Figure 1. Supply network (run 1).
Drawn at 2 px/µm. Pins as bars on the die edge.
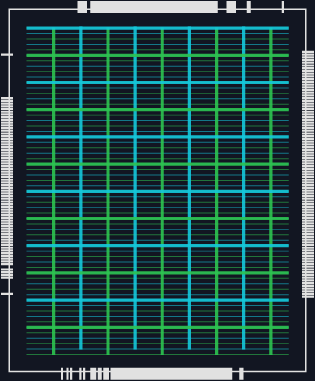
Figure 2. Cell classes on the final placement (run 1).
Drawn at 1.5 px/µm. Fill, decap, tap and diode cells in grey.
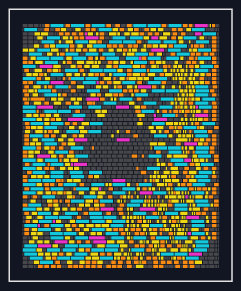
Figure 3. Clock distribution (run 1).
Drawn at 3 px/µm.
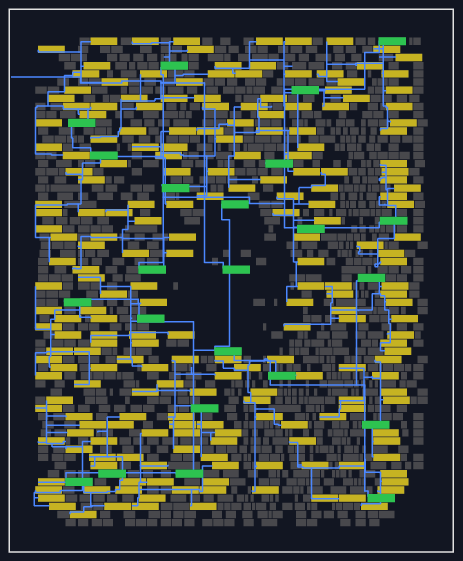
--- src/rtl/mem_stage.sv ---
// -----------------------------------------------------------------------------
// mem_stage -- memory-access stage of the five-stage RISC-V pipeline.
//
// Sits between the EX/MEM register and writeback. Loads and stores are issued
// to data memory over a req/ready handshake. While an access is outstanding,
// mem_stall holds EX/MEM and all earlier stages. Load data is aligned and
// sign/zero extended here. Store data is lane-replicated with byte enables.
// This module also owns the MEM/WB pipeline register.
//
// Ports
//   clk, rst               clock (rising edge), async active-high reset
//   ex_*                   EX/MEM register contents (valid, ALU result/address,
//                          store data, PC+4, rd, controls, funct3)
//   dmem_req/we/addr/
//   wdata/be               data memory request, held stable while BUSY
//   dmem_ready/rdata       access completes / load word
//   mem_stall              hold upstream (combinational)
//   mem_exc                one-cycle pulse: misaligned or illegal-funct3 access
//   wb_*                   MEM/WB register outputs
// -----------------------------------------------------------------------------
module mem_stage (
    input  logic        clk,
    input  logic        rst,
    input  logic        ex_valid,
    input  logic [31:0] ex_alu_result,
    input  logic [31:0] ex_store_data,
    input  logic [31:0] ex_pc_plus4,
    input  logic [4:0]  ex_rd,
    input  logic        ex_reg_write,
    input  logic        ex_mem_read,
    input  logic        ex_mem_write,
    input  logic        ex_mem_reg,
    input  logic        ex_jump,
    input  logic [2:0]  ex_funct3,
    output logic        dmem_req,
    output logic        dmem_we,
    output logic [31:0] dmem_addr,
    output logic [31:0] dmem_wdata,
    output logic [3:0]  dmem_be,
    input  logic        dmem_ready,
    input  logic [31:0] dmem_rdata,
    output logic        mem_stall,
    output logic        mem_exc,
    output logic        wb_valid,
    output logic        wb_reg_write,
    output logic        wb_mem_reg,
    output logic        wb_jump,
    output logic [31:0] wb_mem_data,
    output logic [31:0] wb_alu_result,
    output logic [31:0] wb_pc_plus4,
    output logic [4:0]  wb_rd
);

    localparam logic S_IDLE = 1'b0;
    localparam logic S_BUSY = 1'b1;

    logic        r_state;
    logic [29:0] r_addr_hi;
    logic [1:0]  r_addr_lo;
    logic [2:0]  r_funct3;
    logic [31:0] r_wdata;
    logic [3:0]  r_be;
    logic        r_we;
    logic [31:0] r_alu;
    logic [31:0] r_pc4;
    logic [4:0]  r_rd;
    logic        r_reg_write;
    logic        r_mem_reg;
    logic        r_jump;

    logic        w_busy;
    logic        w_access;
    logic        w_f3_ok;
    logic        w_align_ok;
    logic        w_illegal;
    logic        w_legal;
    logic [3:0]  w_be;
    logic [31:0] w_wdata;
    logic [7:0]  w_byte;
    logic [15:0] w_half;
    logic [31:0] w_load;

    assign w_busy   = (r_state == S_BUSY);
    assign w_access = ex_valid & (ex_mem_read | ex_mem_write);

    // Legality check. With both read and write set the access counts as a store.
    always_comb begin
        if (ex_mem_write)
            w_f3_ok = (ex_funct3 == 3'b000) || (ex_funct3 == 3'b001) || (ex_funct3 == 3'b010);
        else
            w_f3_ok = (ex_funct3 == 3'b000) || (ex_funct3 == 3'b001) || (ex_funct3 == 3'b010) ||
                      (ex_funct3 == 3'b100) || (ex_funct3 == 3'b101);
        case (ex_funct3[1:0])
            2'b01:   w_align_ok = ~ex_alu_result[0];
            2'b10:   w_align_ok = (ex_alu_result[1:0] == 2'b00);
            default: w_align_ok = 1'b1;
        endcase
    end

    assign w_illegal = w_access & ~(w_f3_ok & w_align_ok);
    assign w_legal   = w_access & w_f3_ok & w_align_ok;

    // Store lane generation. Loads carry no enables and no data.
    always_comb begin
        w_be    = 4'b0000;
        w_wdata = 32'd0;
        if (ex_mem_write) begin
            case (ex_funct3[1:0])
                2'b00: begin
                    w_be    = 4'b0001 << ex_alu_result[1:0];
                    w_wdata = {4{ex_store_data[7:0]}};
                end
                2'b01: begin
                    w_be    = ex_alu_result[1] ? 4'b1100 : 4'b0011;
                    w_wdata = {2{ex_store_data[15:0]}};
                end
                default: begin
                    w_be    = 4'b1111;
                    w_wdata = ex_store_data;
                end
            endcase
        end
    end

    // Load extraction from the returned word using the captured offset.
    always_comb begin
        case (r_addr_lo)
            2'd0:    w_byte = dmem_rdata[7:0];
            2'd1:    w_byte = dmem_rdata[15:8];
            2'd2:    w_byte = dmem_rdata[23:16];
            default: w_byte = dmem_rdata[31:24];
        endcase
        w_half = r_addr_lo[1] ? dmem_rdata[31:16] : dmem_rdata[15:0];
        case (r_funct3)
            3'b000:  w_load = {{24{w_byte[7]}}, w_byte};
            3'b001:  w_load = {{16{w_half[15]}}, w_half};
            3'b100:  w_load = {24'd0, w_byte};
            3'b101:  w_load = {16'd0, w_half};
            default: w_load = dmem_rdata;
        endcase
    end

    // Request outputs are gated by BUSY so the bus is quiet between accesses
    // and drops at once when reset forces the state back to IDLE.
    assign dmem_req   = w_busy;
    assign dmem_we    = w_busy & r_we;
    assign dmem_addr  = w_busy ? {r_addr_hi, 2'b00} : 32'd0;
    assign dmem_wdata = w_busy ? r_wdata : 32'd0;
    assign dmem_be    = w_busy ? r_be : 4'b0000;

    // Stall drops in the dmem_ready cycle so retirement and upstream advance
    // share one edge. Gated by rst so it is 0 throughout reset.
    assign mem_stall = ~rst & (w_busy ? ~dmem_ready : w_legal);

    always_ff @(posedge clk or posedge rst) begin
        if (rst) begin
            r_state       <= S_IDLE;
            r_addr_hi     <= 30'd0;
            r_addr_lo     <= 2'd0;
            r_funct3      <= 3'd0;
            r_wdata       <= 32'd0;
            r_be          <= 4'd0;
            r_we          <= 1'b0;
            r_alu         <= 32'd0;
            r_pc4         <= 32'd0;
            r_rd          <= 5'd0;
            r_reg_write   <= 1'b0;
            r_mem_reg     <= 1'b0;
            r_jump        <= 1'b0;
            mem_exc       <= 1'b0;
            wb_valid      <= 1'b0;
            wb_reg_write  <= 1'b0;
            wb_mem_reg    <= 1'b0;
            wb_jump       <= 1'b0;
            wb_mem_data   <= 32'd0;
            wb_alu_result <= 32'd0;
            wb_pc_plus4   <= 32'd0;
            wb_rd         <= 5'd0;
        end else if (r_state == S_IDLE) begin
            if (w_legal) begin
                r_state     <= S_BUSY;
                r_addr_hi   <= ex_alu_result[31:2];
                r_addr_lo   <= ex_alu_result[1:0];
                r_funct3    <= ex_funct3;
                r_wdata     <= w_wdata;
                r_be        <= w_be;
                r_we        <= ex_mem_write;
                r_alu       <= ex_alu_result;
                r_pc4       <= ex_pc_plus4;
                r_rd        <= ex_rd;
                r_reg_write <= ex_reg_write;
                r_mem_reg   <= ex_mem_reg;
                r_jump      <= ex_jump;
                mem_exc     <= 1'b0;
                wb_valid    <= 1'b0;   // bubble while the access is in flight
            end else begin
                // Non-access or illegal access: straight pass-through. An
                // illegal access never writes the register file.
                mem_exc       <= w_illegal;
                wb_valid      <= ex_valid;
                wb_reg_write  <= ex_reg_write & ~w_illegal;
                wb_mem_reg    <= ex_mem_reg;
                wb_jump       <= ex_jump;
                wb_mem_data   <= 32'd0;
                wb_alu_result <= ex_alu_result;
                wb_pc_plus4   <= ex_pc_plus4;
                wb_rd         <= ex_rd;
            end
        end else begin
            mem_exc <= 1'b0;
            if (dmem_ready) begin
                r_state       <= S_IDLE;
                wb_valid      <= 1'b1;
                wb_reg_write  <= r_reg_write;
                wb_mem_reg    <= r_mem_reg;
                wb_jump       <= r_jump;
                wb_mem_data   <= r_we ? 32'd0 : w_load;
                wb_alu_result <= r_alu;
                wb_pc_plus4   <= r_pc4;
                wb_rd         <= r_rd;
            end else begin
                wb_valid <= 1'b0;
            end
        end
    end

endmodule

--- config.mk ---
export PLATFORM = sky130hd
export DESIGN_NAME = mem_stage
export DESIGN_NICKNAME = d
export VERILOG_FILES = /design/src/rtl/mem_stage.sv
export SDC_FILE = /design/constraint.sdc
export NUM_CORES = 1
export LEC_CHECK = 0
export CORE_ASPECT_RATIO = 1.25
export CORE_MARGIN = 8
export CORE_UTILIZATION = 50
export CTS_CLUSTER_SIZE = 20
export DETAILED_ROUTE_END_ITERATION = 16
export GPL_TIMING_DRIVEN = 0
export MAX_ROUTING_LAYER = met4
export PLACE_DENSITY = 0.84
export SYNTH_ARGS = -nofsm -noshare
export SYNTH_HDL_FRONTEND = slang
export SYNTH_SLANG_ARGS = --single-unit
--- constraint.sdc ---
create_clock -name clk -period 13.29 [get_ports clk]
set_clock_uncertainty 0.05 [all_clocks]
set_input_delay 2.658 -clock clk [delete_from_list [all_inputs] [get_ports clk]]
set_output_delay 2.658 -clock clk [all_outputs]
set_load 0.05 [all_outputs]
==> summary.log, run 1 <==
INFO  synth          yosys-dominant-comb-family=multiplexers
INFO  global_route   grt.met2_usage=41.9%
INFO  finish         clockBufferCount=29
INFO  placed_design  post-place-cells=1,444
INFO  route          route.layer.met1.wl=12,400µm
INFO  worst_setup_path cp_num_cells=10
INFO  synth          number_of_warnings_issued_by_yosys=0
INFO  clocking       clk_pin_slew=60ps
INFO  clocking       cts.htree.levels=1
INFO  die            chip_area=26,600µm²
INFO  placed_design  finalWeightedCongestion=0.938
INFO  worst_setup_path rr_startpoint=dmem_req
INFO  finish         design.seq.count=219
INFO  route          remaining_drc_errors=0
INFO  clocking       cts-hold-fix-buffers=0
INFO  sta            layout_worst_path_cycle_share=64.2%
INFO  clocking       cts_num_sinks=219
INFO  synth          synth-edff-count=0
INFO  sta            setup_repair_after_global_routing_missed_its_margin=false
INFO  die            placementRows=60
INFO  synth          simple_gate_share=8.44%
INFO  worst_setup_path reg2reg_setup_slack=10,160ps
INFO  worst_setup_path r2r-end=wb_reg_write
INFO  worst_setup_path timing.critical_path.to=mem_stall
INFO  route          antenna_violating_nets_post_route=0
INFO  worst_setup_path worst_path_largest_cell_delay=710ps
INFO  route          vias_per_cell=5.46
INFO  die            tapCellCount=279
INFO  worst_setup_path timing.critical_path.buf_inv=5
INFO  sta            timing_worst_slew_pin_value=850ps
INFO  worst_setup_path arrival=5830ps
INFO  worst_setup_path path_max_fanout=10
INFO  synth          post_synth.cell_area_avg=12.8µm²
INFO  status         outcome=completed
INFO  power          clock_distribution_power=676µW
INFO  worst_setup_path timing.critical_path.slowest_stage_cell=clkdlybuf4s50_1
INFO  route          met2_length=16,300µm
INFO  clocking       clkLatencyLatePin=510ps
INFO  synth          library_cells_used_by_synthesis=48
INFO  clocking       root_buffer=clkbuf_16
INFO  synth          async_reset_ff_share=100%
INFO  sta            finalSetupViolations=0
INFO  finish         area_delta_synth_final=40.5%
INFO  worst_setup_path cp_top_family=buffers and inverters
INFO  global_route   grt.busiest_layer=met2
INFO  finish         layout_top_cell_excl_fill_tap=clkdlybuf4s50_1
INFO  finish         dominant-cell-class=registers
Back to the opening pictures, Figure 1:
green -> VSS
cyan -> VDD
met1 rails = 61
signal pins = 322
met5 straps = 12
rows = 60
met4 straps = 9

Back to the opening pictures, Figure 2:
yellow -> all other logic  # cells 559
orange -> other buffers and delay cells  # cells 387
magenta -> clock drivers and dummy loads  # cells 41
cyan -> flip-flops  # cells 219

Back to the opening pictures, Figure 3:
yellow -> flip-flops  # count 219
blue -> clock wires  # length 2,740 µm
green -> cells driving clock nets  # count 23
routed clock nets = 24

## Run 2: what changed since run 1
- CORE_UTILIZATION: 50 -> 48
- PLACE_DENSITY: 0.84 -> 0.81
- clock period: 13.29 -> 8.9 ns (I/O delays scaled with it)
Figure 4. Placed standard cells (run 2).
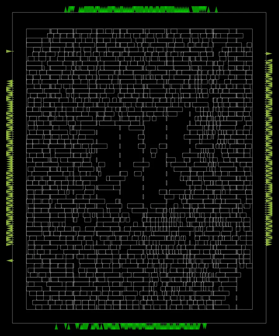
number of core rows: 61
FFs & Latches: 219
FILL cells: 1,653

Figure 5. Signal wires by layer (run 2).
Drawn at 2 px/µm. Two of the layers only.
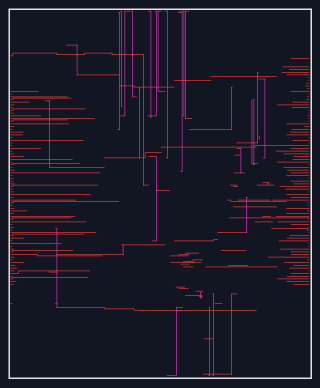
red -> met3  # wire length 2,540 µm
magenta -> met4  # wire length 1,180 µm

==> run 2 against run 1 <==
  * Critical path depth did not move
  * Die area up 3.8%
  * Total power rose by 45%
  * Final area fell by 0.72%
  * Setup slack lost 2700 ps
  * Synthesized cell count unchanged
  * Worst hold slack lost 1.8 ps
  * Global-route usage decreased by 0.60 points
  * Via count fell by 0.57%
  * Critical endpoint unchanged
==> summary.log, run 2 <==
INFO  clocking       cts-hold-fix-buffers=0 [unchanged]
INFO  synth          most_common_cell=dfrtp_1 [unchanged]
INFO  sta            drv_slew=0 [unchanged]
INFO  run            stage_log_warnings=32 [unchanged]
INFO  synth          yosys-dominant-comb-family=multiplexers [unchanged]
INFO  route          detailroute.via_count=8,075 [was 8,121]
INFO  sta            finalSetupViolations=0 [unchanged]
INFO  synth          simple_gate_share=8.44% [unchanged]
INFO  worst_setup_path cp_top_family=buffers and inverters [unchanged]
INFO  synth          library_cells_used_by_synthesis=48 [unchanged]
INFO  synth          post_synth.cell_area_avg=12.8µm² [unchanged]
INFO  sta            layout_worst_path_cycle_share=76.5%
INFO  global_route   grt.busiest_layer=met2 [unchanged]
INFO  worst_setup_path path_max_fanout=10 [unchanged]
INFO  finish         dominant-cell-class=registers [unchanged]
INFO  finish         inv_count=9 [unchanged]
INFO  clocking       cts_num_sinks=219 [unchanged]
INFO  synth          flop_cell=dfrtp_1 [unchanged]
INFO  die            die_width=150µm [was 148 µm]
INFO  worst_setup_path timing.critical_path.to=mem_stall [unchanged]
INFO  sta            timing_worst_slew_pin_value=790ps [was 850 ps]
INFO  die            tapCellCount=283 [was 279]
INFO  worst_setup_path worst_path_largest_cell_delay=700ps [was 710 ps]
INFO  placed_design  finalWeightedCongestion=0.876 [was 0.938]
INFO  worst_setup_path worst-setup-path-type=input port to output pin [unchanged]
INFO  clocking       clk_pin_slew=60ps [about the same]
INFO  worst_setup_path timing.critical_path.buf_inv=5 [unchanged]
INFO  worst_setup_path timing.critical_path.slowest_stage_cell=clkdlybuf4s50_1 [unchanged]
INFO  global_route   global_route.overflow_total=0 [unchanged]
INFO  synth          post_synth_most_frequent_cells=219 x dfrtp_1, 161 x mux2_2, 79 x mux2_4 [unchanged]
INFO  finish         layout.area.comb=4960µm² [unchanged]
INFO  worst_setup_path cp_num_cells=10 [unchanged]
INFO  power          lkg_pwr=0.00662µW [was 0.00667 µW]
INFO  synth          async_reset_ff_share=100% [unchanged]
INFO  die            core_util_floorplan=48.7% [was 50.5%]
INFO  die            chip_area=27,600µm² [was 26,600 µm²]
INFO  global_route   grt.met2_usage=40.9% [was 41.9%]
INFO  placed_design  post-place-cells=1,448 [was 1,444]
INFO  worst_setup_path rr_worst_depth=5 [unchanged]
INFO  worst_setup_path reg2reg_setup_slack=5860ps [was 10,160 ps]
INFO  route          route.layer.met1.wl=12,500µm [was 12,400 µm]
INFO  sta            setup_repair_after_global_routing_missed_its_margin=false [unchanged]
INFO  worst_setup_path arrival=4980ps [was 5830 ps]
INFO  worst_hold_path worst_hold_endpoint=wb_mem_data[12] [unchanged]
INFO  finish         most-common-layout-cells=319 x clkdlybuf4s50_1, 219 x dfrtp_1, 161 x mux2_2, 79 x mux2_4, 70 x and2_1 [unchanged]
INFO  placed_design  dpl.hpwl=24,200µm [was 24,400 µm]
INFO  route          vias_per_cell=5.43 [was 5.46]
INFO  finish         clockBufferCount=33 [was 29]
INFO  power          powerDensity=241nW/µm² [was 165 nW/µm²]
INFO  clocking       numCtsBuffers=23 [unchanged]
INFO  route          remaining_drc_errors=0 [unchanged]
INFO  route          antenna_violating_nets_post_route=0 [unchanged]
INFO  route          met2_length=16,500µm [was 16,300 µm]
INFO  die            io_pins=322 [unchanged]
INFO  clocking       clk_path_buf_depth=3 [unchanged]
INFO  clocking       clkLatencyLatePin=500ps [was 510 ps]
INFO  clocking       cts_tree=done [unchanged]
INFO  status         outcome=completed [unchanged]
INFO  worst_setup_path r2r-end=wb_reg_write [unchanged]
INFO  route          detailedRoute.firstIterationViolations=437 [was 350]
INFO  sta            timing.slew.headroom=47.4% [was 43.3%]
INFO  worst_hold_path hp-class=flop to flop [unchanged]
INFO  synth          synth-edff-count=0 [unchanged]
INFO  power          seq_power=1400µW [was 935 µW]
INFO  synth          cell_total_in_the_yosys_stat_output=844 [unchanged]
INFO  finish         layout_top_cell_excl_fill_tap=clkdlybuf4s50_1 [unchanged]
INFO  power          totalPowerFinal=3640µW [was 2510 µW]
INFO  synth          number_of_warnings_issued_by_yosys=0 [unchanged]
INFO  global_route   grtUsageMet3=6.16% [was 6.51%]
INFO  route          routed.top_layer=met4 [unchanged]
INFO  synth          synth-compound-area-share=8.55% [unchanged]
INFO  finish         area_delta_synth_final=39.5% [was 40.5%]
INFO  clocking       root_buffer=clkbuf_16 [unchanged]
INFO  global_route   grt_first_pass_wirelength=50,900µm [was 50,800 µm]
INFO  power          clock_power_share=24.6% [was 26.9%]
INFO  worst_setup_path rr_startpoint=dmem_req [unchanged]
INFO  clocking       cts.htree.levels=1 [unchanged]
INFO  power          clock_distribution_power=895µW [was 676 µW]
## Run 3: what changed since run 2
- clock period: 8.9 -> 6.8 ns (I/O delays scaled with it)
Figure 6. Signal wires by layer (run 3).
Drawn at 2 px/µm. Two of the layers only.
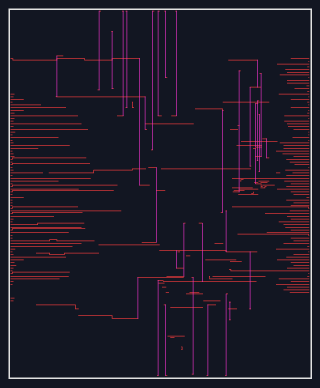
magenta -> met4  # wire length 1,180 µm
red -> met3  # wire length 2,790 µm

Figure 7. Placed standard cells (run 3).
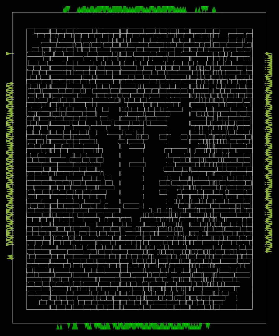
Core Region: 22,200 µm²
FILL cells: 1,610

==> run 3 against run 2 <==
  * Sequential share of layout area down 0.42 points
  * Total power increased by 33%
  * Global-route usage is 0.077 points lower
  * Cell count is 0.74% higher
  * Final area increased by 1.2%
  * Worst hold slack better by 2.9 ps
  * Sequential power rose by 31%
  * Setup slack worse by 1200 ps
  * Highest routed layer unchanged
==> summary.log, run 3 <==
INFO  finish         most-common-layout-cells=319 x clkdlybuf4s50_1, 219 x dfrtp_1, 161 x mux2_2, 79 x mux2_4, 70 x and2_1 [unchanged]
INFO  synth          synth-edff-count=0 [unchanged]
INFO  route          remaining_drc_errors=0 [unchanged]
INFO  power          lkg_pwr=0.00669µW [was 0.00662 µW]
INFO  sta            drv_slew=0 [unchanged]
INFO  worst_setup_path cp_num_cells=10 [unchanged]
INFO  synth          cell_total_in_the_yosys_stat_output=844 [unchanged]
INFO  global_route   grt.busiest_layer=met2 [unchanged]
INFO  clocking       cts_num_sinks=219 [unchanged]
INFO  worst_setup_path worst_path_largest_cell_delay=700ps [about the same]
INFO  finish         area_delta_synth_final=41.1% [was 39.5%]
INFO  worst_setup_path reg2reg_setup_slack=3870ps [was 5860 ps]
INFO  finish         layout.area.comb=4960µm² [unchanged]
INFO  synth          library_cells_used_by_synthesis=48 [unchanged]
INFO  die            core_util_floorplan=48.7% [unchanged]
INFO  power          clock_power_share=25.5% [was 24.6%]
INFO  power          totalPowerFinal=4830µW [was 3640 µW]
INFO  route          met2_length=16,400µm [was 16,500 µm]
INFO  global_route   grt_first_pass_wirelength=50,700µm [was 50,900 µm]
INFO  route          route.layer.met1.wl=12,300µm [was 12,500 µm]
INFO  clocking       cts_tree=done [unchanged]
INFO  placed_design  finalWeightedCongestion=0.899 [was 0.876]
INFO  global_route   global_route.overflow_total=0 [unchanged]
INFO  run            stage_log_warnings=28 [was 32]
INFO  worst_setup_path worst-setup-path-type=input port to output pin [unchanged]
INFO  die            chip_area=27,600µm² [unchanged]
INFO  power          powerDensity=317nW/µm² [was 241 nW/µm²]
INFO  finish         dominant-cell-class=registers [unchanged]
INFO  route          detailroute.via_count=8,117 [was 8,075]
INFO  power          seq_power=1830µW [was 1400 µW]
INFO  synth          simple_gate_share=8.44% [unchanged]
INFO  worst_setup_path cp_top_family=buffers and inverters [unchanged]
INFO  route          antenna_violating_nets_post_route=0 [unchanged]
INFO  clocking       clk_path_buf_depth=3 [unchanged]
INFO  clocking       cts.htree.levels=1 [unchanged]
INFO  synth          synth-compound-area-share=8.55% [unchanged]
INFO  clocking       numCtsBuffers=24 [was 23]
INFO  die            die_width=150µm [unchanged]
INFO  worst_setup_path path_max_fanout=10 [unchanged]
INFO  status         outcome=completed [unchanged]
INFO  die            io_pins=322 [unchanged]
INFO  worst_hold_path worst_hold_endpoint=wb_mem_data[11] [was wb_mem_data[12]]
INFO  route          routed.top_layer=met4 [unchanged]
INFO  worst_setup_path arrival=4540ps [was 4980 ps]
INFO  synth          number_of_warnings_issued_by_yosys=0 [unchanged]
INFO  worst_setup_path timing.critical_path.buf_inv=5 [unchanged]
INFO  placed_design  post-place-cells=1,454 [was 1,448]
INFO  sta            finalSetupViolations=0 [unchanged]
INFO  clocking       clk_pin_slew=60ps [about the same]
INFO  global_route   grtUsageMet3=6.75% [was 6.16%]
INFO  worst_setup_path timing.critical_path.slowest_stage_cell=clkdlybuf4s50_1 [unchanged]
INFO  die            tapCellCount=283 [unchanged]
INFO  synth          post_synth.cell_area_avg=12.8µm² [unchanged]
Power is estimated from default activity; no workload was simulated.
